[config.mk]
export PLATFORM = sky130hd
export DESIGN_NAME = counter_mod_n
export DESIGN_NICKNAME = d
export VERILOG_FILES = /design/src/rtl/counter_pkg.sv /design/src/rtl/counter_next_val.sv /design/src/rtl/counter_mod_n.sv
export SDC_FILE = /design/constraint.sdc
export NUM_CORES = 1
export LEC_CHECK = 0
export CAP_MARGIN = 20
export CELL_PAD_IN_SITES_DETAIL_PLACEMENT = 1
export CELL_PAD_IN_SITES_GLOBAL_PLACEMENT = 1
export CORE_AREA = 8 8 45 47
export CTS_CLUSTER_SIZE = 30
export DETAILED_ROUTE_END_ITERATION = 10
export DIE_AREA = 0 0 53 55
export GPL_ROUTABILITY_DRIVEN = 0
export PLACE_DENSITY = 0.75
export SETUP_SLACK_MARGIN = 0.5
export SLEW_MARGIN = 20
export SYNTH_ARGS = -nofsm -noshare
export SYNTH_HDL_FRONTEND = slang
export SYNTH_HIERARCHICAL = 1
export SYNTH_SLANG_ARGS = --single-unit
[constraint.sdc]
create_clock -name Clk -period 1.95 [get_ports Clk]
set_input_delay 0.195 -clock Clk [delete_from_list [all_inputs] [get_ports Clk]]
set_output_delay 0.195 -clock Clk [all_outputs]
set_load 0.02 [all_outputs]
[src/rtl/counter_pkg.sv]
// Shared constants and helpers for the timekeeping digit counters.
// Instantiating modules use min_width() to size COUNT/D from a modulus.
package counter_pkg;

    // Standard clock digit moduli
    localparam int unsigned SEC_UNITS = 10;
    localparam int unsigned SEC_TENS  = 6;
    localparam int unsigned HOUR_12   = 12;
    localparam int unsigned HOUR_24   = 24;

    // Operation selected for the coming clock edge, in priority order
    typedef enum logic [2:0] {
        OP_HOLD   = 3'd0,
        OP_CLEAR  = 3'd1,
        OP_LOAD   = 3'd2,
        OP_REJECT = 3'd3,
        OP_COUNT  = 3'd4
    } count_op_e;

    // Smallest width whose range 0..2^w-1 covers MODULUS states (at least 1)
    function automatic int unsigned min_width(input int unsigned modulus);
        int unsigned w;
        w = 31;
        for (int i = 31; i >= 1; i--) begin
            if ((64'd1 << i) >= 64'(modulus)) begin
                w = i;
            end
        end
        return w;
    endfunction

endpackage

[src/rtl/counter_next_val.sv]
// Combinational next-value and terminal detect for a modulo-N digit.
// Works in WIDTH+1 bits so MODULUS == 2^WIDTH compares without overflow.
module counter_next_val
    import counter_pkg::*;
#(
    parameter int MODULUS = 6,
    parameter int WIDTH   = 3,
    parameter int WRAP    = 1
) (
    input  logic [WIDTH-1:0] count,
    input  logic             up,
    output logic [WIDTH-1:0] next_val,
    output logic             at_limit
);

    localparam logic [WIDTH:0] LAST_EXT = (WIDTH+1)'(MODULUS - 1);
    localparam logic [WIDTH:0] ZERO_EXT = '0;
    localparam logic           WRAP_EN  = (WRAP != 0);

    logic [WIDTH:0] count_ext;
    logic [WIDTH:0] next_ext;

    assign count_ext = {1'b0, count};

    // Terminal value depends on direction: top of range going up, zero going down
    always_comb begin
        at_limit = 1'b0;
        if (up) begin
            at_limit = (count_ext == LAST_EXT);
        end else begin
            at_limit = (count_ext == ZERO_EXT);
        end
    end

    // Step one position, wrapping or saturating at the terminal value
    always_comb begin
        next_ext = count_ext;
        if (at_limit) begin
            if (WRAP_EN) begin
                next_ext = up ? ZERO_EXT : LAST_EXT;
            end else begin
                next_ext = count_ext;
            end
        end else if (up) begin
            next_ext = count_ext + 1'b1;
        end else begin
            next_ext = count_ext - 1'b1;
        end
    end

    assign next_val = next_ext[WIDTH-1:0];

endmodule

[src/rtl/counter_mod_n.sv]
// Modulo-N up/down digit counter for the alarm-clock timekeeping chain.
// Holds the count register, clear/load/count priority and the load error pulse;
// the step arithmetic lives in counter_next_val.
module counter_mod_n
    import counter_pkg::*;
#(
    parameter int MODULUS   = 6,
    parameter int WIDTH     = 3,
    parameter int WRAP      = 1,
    parameter int RESET_VAL = 0
) (
    input  logic             Clk,
    input  logic             Clr,
    input  logic             Sync_Clr,
    input  logic             Enable,
    input  logic             LD,
    input  logic [WIDTH-1:0] D,
    input  logic             Cnt,
    input  logic             Up,
    output logic [WIDTH-1:0] COUNT,
    output logic             Carry_out,
    output logic             At_limit,
    output logic             Load_err
);

    if ((MODULUS < 2) || (MODULUS > (1 << WIDTH))) begin : g_bad_modulus
        $error("counter_mod_n: MODULUS %0d out of range for WIDTH %0d", MODULUS, WIDTH);
    end

    if ((RESET_VAL < 0) || (RESET_VAL >= MODULUS)) begin : g_bad_reset_val
        $error("counter_mod_n: RESET_VAL %0d not below MODULUS %0d", RESET_VAL, MODULUS);
    end

    localparam logic [WIDTH-1:0] RESET_COUNT = WIDTH'(RESET_VAL);
    localparam logic [WIDTH:0]   MOD_EXT     = (WIDTH+1)'(MODULUS);
    localparam logic             WRAP_EN     = (WRAP != 0);

    logic [WIDTH-1:0] step_val;
    logic             at_limit_int;
    logic             load_ok;
    count_op_e        op;

    counter_next_val #(
        .MODULUS (MODULUS),
        .WIDTH   (WIDTH),
        .WRAP    (WRAP)
    ) u_next_val (
        .count    (COUNT),
        .up       (Up),
        .next_val (step_val),
        .at_limit (at_limit_int)
    );

    // Extend D by one bit so a load of 2^WIDTH-1 checks correctly when MODULUS == 2^WIDTH
    assign load_ok = ({1'b0, D} < MOD_EXT);

    // Resolve the edge's operation: clear beats load beats count; Enable gates load and count only
    always_comb begin
        op = OP_HOLD;
        if (Sync_Clr) begin
            op = OP_CLEAR;
        end else if (LD && Enable) begin
            op = load_ok ? OP_LOAD : OP_REJECT;
        end else if (Cnt && Enable) begin
            op = OP_COUNT;
        end
    end

    // Count register and one-cycle load error pulse
    always_ff @(posedge Clk or negedge Clr) begin
        if (!Clr) begin
            COUNT    <= RESET_COUNT;
            Load_err <= 1'b0;
        end else begin
            Load_err <= 1'b0;
            case (op)
                OP_CLEAR:  COUNT <= RESET_COUNT;
                OP_LOAD:   COUNT <= D;
                OP_REJECT: Load_err <= 1'b1;
                OP_COUNT:  COUNT <= step_val;
                default:   COUNT <= COUNT;
            endcase
        end
    end

    assign At_limit = at_limit_int;

    // Carry fires on the same edge that wraps this digit, so the next digit steps in lockstep
    assign Carry_out = WRAP_EN & Enable & Cnt & ~LD & ~Sync_Clr & Clr & at_limit_int;

endmodule

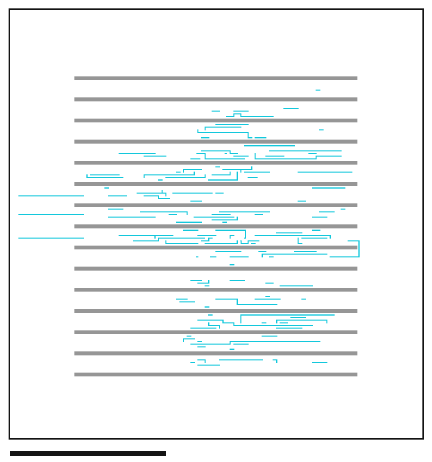
Fig. 1. Met1 routing (run 1).
Scale bar: 20 um. Supply wires on this layer in gray.
- longest straight run: 12.0 um
- share of all routed wire: 37%
- nets with wire on the layer: 64
- main direction: horizontal

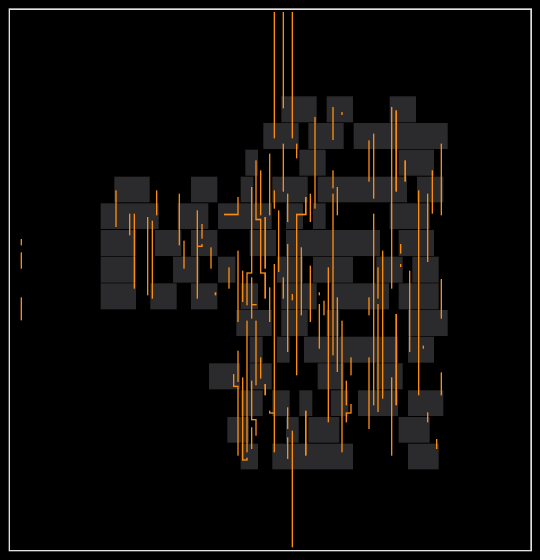
Fig. 2. Signal wires on met2 (run 1).
- longest straight run: 20.7 um
- wire length on this layer: 564 um
- nets with wire on the layer: 73

==> deck_impl_summary.md, run 1 <==
Flow Results at a Glance

Finish
  • N_diodes: 0
  • Bufs w/o clock: 26
  • Final core utilization: 46.1%
  • Top cells excl fill/tap: buf_4 (10), clkdlybuf4s50_1 (9)
  • Flop count: 4
  • Comb/total area: 37.3%
  • Post-Layout Cell Count: 82
  • Flop share of the area: 16.3%
  • P&R area growth vs syn: 91.7%
  • Max reg flops: 3
  • CLK BUF: 4
  • Invs w/o clock: 4

Logic synthesis
  • Post-synth EDFFs: 0
  • Top cells by area: dfrtp_1 (30%), a221o_1 (9.0%), fa_1 (6.0%)
  • Main flop type: dfrtp_1
  • Ys flops: 4
  • Synth logic family: AND-OR/OR-AND gates
  • Chip Area, Yosys: 333 um^2
  • Post-Synth AOI/OAI Area: 28.6%

Clock tree
  • CTS sink cnt: 4
  • Clk buf depth: 2

Timing
  • Max Clock Freq: 595 MHz
  • Slew headroom: 83.0%
  • Pins Over Slew Limit: 0
  • Final hold violations: 0

Pwr
  • Seq group: 0.0934 mW
  • Cell-internal power: 0.237 mW
  • P per Cell Area: 534 nW/um^2
  • Sequential Power Share: 27.4%
  • Combinational power: 0.128 mW
  • Leak Pwr: 0.272 nW
  • Worst vdd ir: 154 uV
  • Total power: 0.341 mW

Critical path
  • WP buf/inv: 1
  • Reg-to-reg endpoint: COUNT[2]
  • Type of the worst setup path: reg -> out
  • CP Capture Type: primary output
  • Arrival @ worst endpoint: 1.49 ns
  • Crit Path Max Fanout: 2

Outcome
  • Outcome: finished clean

Run
  • OpenROAD warnings: 29

Drt
  • Final ANT Viol Nets: 0
  • Routed WL per cell: 13.9 um

Floorplan
  • Initial core utilization: 24.1%
  • Die width: 53 um

GRT
  • Global-route wire length before repair: 1810 um
  • Total GRT Usage: 8.59%
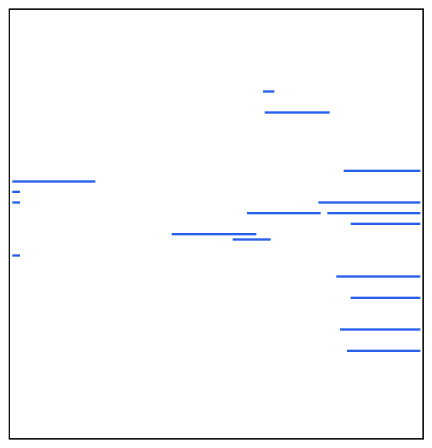
Fig. 3. Signal wires on met3 (run 1).
- main direction: horizontal
- wire length on this layer: 127 um
- share of all routed wire: 11%
- nets with wire on the layer: 15
- longest straight run: 12.8 um

==> run 2, diff against run 1 <==
- CORE_AREA: 8 8 45 47 -> 4 4 41 43
- DIE_AREA: 0 0 53 55 -> 0 0 45 47
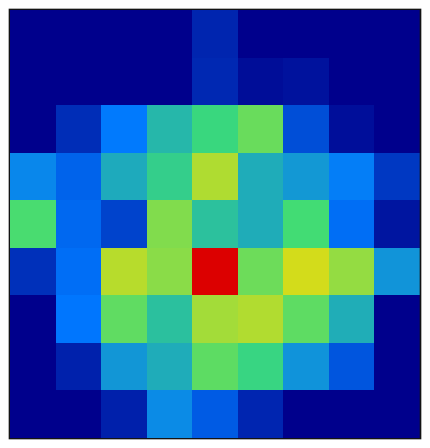
Fig. 4. Wire density map (run 2).
9 x 9 tiles, from dark blue (low) to red (high), scaled to the fullest tile. Values are wire area over tile area, all layers added.
- nearly empty tiles: 31%
- densest ninth of the die: center
- tiles over half the peak: 20%

==> run 2 against run 1 <==
Net effect:
- utilization is 3.7 points higher
- combinational power up 4%
- highest routed layer unchanged
- clock skew up 0.0040 ns
- register-to-register slack barely moved
- sequential cell count unchanged
- design area grew 1.6%
- count of clock-buffer cells in the layout unchanged
- sequential power about the same
- critical endpoint unchanged
- critical path depth unchanged
- non-clock buffer count increased by 2
- setup slack worse by 0.00060 ns
- global-route usage grew 2.7 points
==> deck_impl_summary.md, run 2 <==
Flow Results at a Glance

Finish
  • Top cells excl fill/tap: buf_4 (13), clkdlybuf4s50_1 (9)
  • Comb/total area: 36.7% (-0.58 points)
  • Max reg flops: 3 (unchanged)
  • Flop count: 4 (unchanged)
  • Final core utilization: 49.8% (+3.7 points)
  • Bufs w/o clock: 28 (+7.7%)
  • Flop share of the area: 16.0% (-0.25 points)
  • Post-Layout Cell Count: 83 (+1.2%)
  • Invs w/o clock: 4 (unchanged)
  • N_diodes: 0 (unchanged)

Logic synthesis
  • Post-synth EDFFs: 0 (unchanged)
  • Main flop type: dfrtp_1
  • Yosys Instances: 36
  • Top cells by area: dfrtp_1 (30%), a221o_1 (9.0%), fa_1 (6.0%)
  • Chip Area, Yosys: 333 um^2 (unchanged)
  • Ys flops: 4 (unchanged)
  • Post-Synth AOI/OAI Area: 28.6% (unchanged)
  • Synth logic family: AND-OR/OR-AND gates

Critical path
  • Arrival @ worst endpoint: 1.49 ns (about the same)
  • Type of the worst setup path: reg -> out
  • WP buf/inv: 1 (unchanged)
  • Crit Path Max Fanout: 2 (unchanged)
  • Reg-to-reg endpoint: COUNT[2]
  • CP Capture Type: primary output

Timing
  • Slew headroom: 82.5% (-0.47 points)
  • Max Clock Freq: 595 MHz (about the same)

Clock tree
  • Clk buf depth: 2 (unchanged)

Drt
  • Routed WL per cell: 13.3 um (-4.1%)
  • Final ANT Viol Nets: 0 (unchanged)

GRT
  • Global-route wire length before repair: 1650 um (-8.7%)
  • Via count of the first global-routing pass: 393

Floorplan
  • Initial core utilization: 25.6% (+1.5 points)
  • Die width: 45 um (-15%)

Pwr
  • Worst vdd ir: 203 uV (+32%)
  • P per Cell Area: 517 nW/um^2 (-3.2%)
  • Combinational power: 0.133 mW (+4%)
  • Leak Pwr: 0.281 nW (+3.4%)
  • Total power: 0.335 mW (-1.7%)
  • Seq group: 0.0934 mW (about the same)

Outcome
  • Outcome: finished clean
==> run 3, diff against run 2 <==
- CTS_CLUSTER_SIZE: 30 -> not set
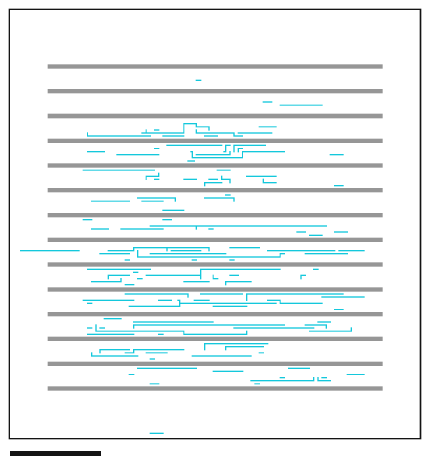
Fig. 5. Met1 routing (run 3).
Scale bar: 10 um. Supply wires on this layer in gray.
- longest straight run: 19.3 um
- share of all routed wire: 41%
- nets with wire on the layer: 65
- main direction: horizontal
- wire length on this layer: 456 um

==> run 3 against run 2 <==
Net effect:
- global-route usage did not move
- sequential share of layout area stayed put
- design area did not move
- combinational power about the same
- critical endpoint unchanged
- largest power group unchanged
==> deck_impl_summary.md, run 3 <==
Flow Results at a Glance

Critical path
  • Reg-to-reg endpoint: COUNT[2]
  • CP Capture Type: primary output
  • Arrival @ worst endpoint: 1.49 ns (about the same)
  • WP buf/inv: 1 (unchanged)
  • Cell Chain, Critical Path: or3_4 > a21oi_4 > and3_4 > buf_6
  • Type of the worst setup path: reg -> out
  • CP max-delay cell: dfrtp_2
  • Crit Path Max Fanout: 2 (unchanged)

Pwr
  • P per Cell Area: 517 nW/um^2 (unchanged)
  • Worst vdd ir: 203 uV (unchanged)
  • Leak Pwr: 0.281 nW (unchanged)
  • Total power: 0.335 mW (unchanged)
  • Seq group: 0.0934 mW (about the same)
  • Combinational power: 0.133 mW (about the same)

GRT
  • Via count of the first global-routing pass: 393 (unchanged)
  • Global-route wire length before repair: 1650 um (unchanged)
  • Initial antenna violation count: 0
  • Busiest layer in global routing: met2

Logic synthesis
  • Yosys Instances: 36 (unchanged)
  • Main flop type: dfrtp_1
  • Ys flops: 4 (unchanged)
  • Post-synth EDFFs: 0 (unchanged)
  • Synth logic family: AND-OR/OR-AND gates
  • Chip Area, Yosys: 333 um^2 (unchanged)
  • Top cells by area: dfrtp_1 (30%), a221o_1 (9.0%), fa_1 (6.0%)
  • Post-Synth AOI/OAI Area: 28.6% (unchanged)

Finish
  • Max reg flops: 3 (unchanged)
  • Bufs w/o clock: 28 (unchanged)
  • Post-Layout Cell Count: 83 (unchanged)
  • Top cells excl fill/tap: buf_4 (13), clkdlybuf4s50_1 (9)
  • Comb/total area: 36.7% (unchanged)
  • Invs w/o clock: 4 (unchanged)
  • Flop count: 4 (unchanged)
  • Final core utilization: 49.8% (unchanged)
  • N_diodes: 0 (unchanged)
  • Flop share of the area: 16.0% (unchanged)

Outcome
  • Outcome: finished clean

Timing
  • Slew headroom: 82.5% (unchanged)
  • Max Clock Freq: 595 MHz (unchanged)

Drt
  • Routed WL per cell: 13.3 um (unchanged)
  • Uppermost layer routed: met4
  • Final ANT Viol Nets: 0 (unchanged)

Floorplan
  • Die width: 45 um (unchanged)
  • Initial core utilization: 25.6% (unchanged)

Clock tree
  • Clk buf depth: 2 (unchanged)

==> layout pictures side by side <==
Congestion heat map.
(a)
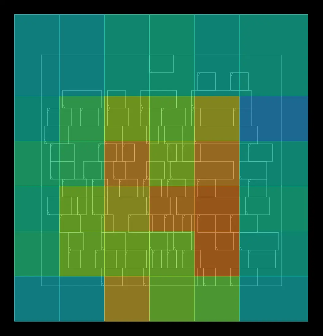
(b)
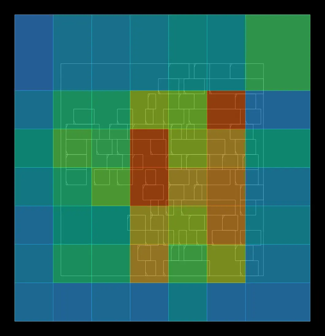
(a) is run 3.
(b) is run 1.
The one with the highest track usage is (a).

Power is estimated from default activity; no workload was simulated.
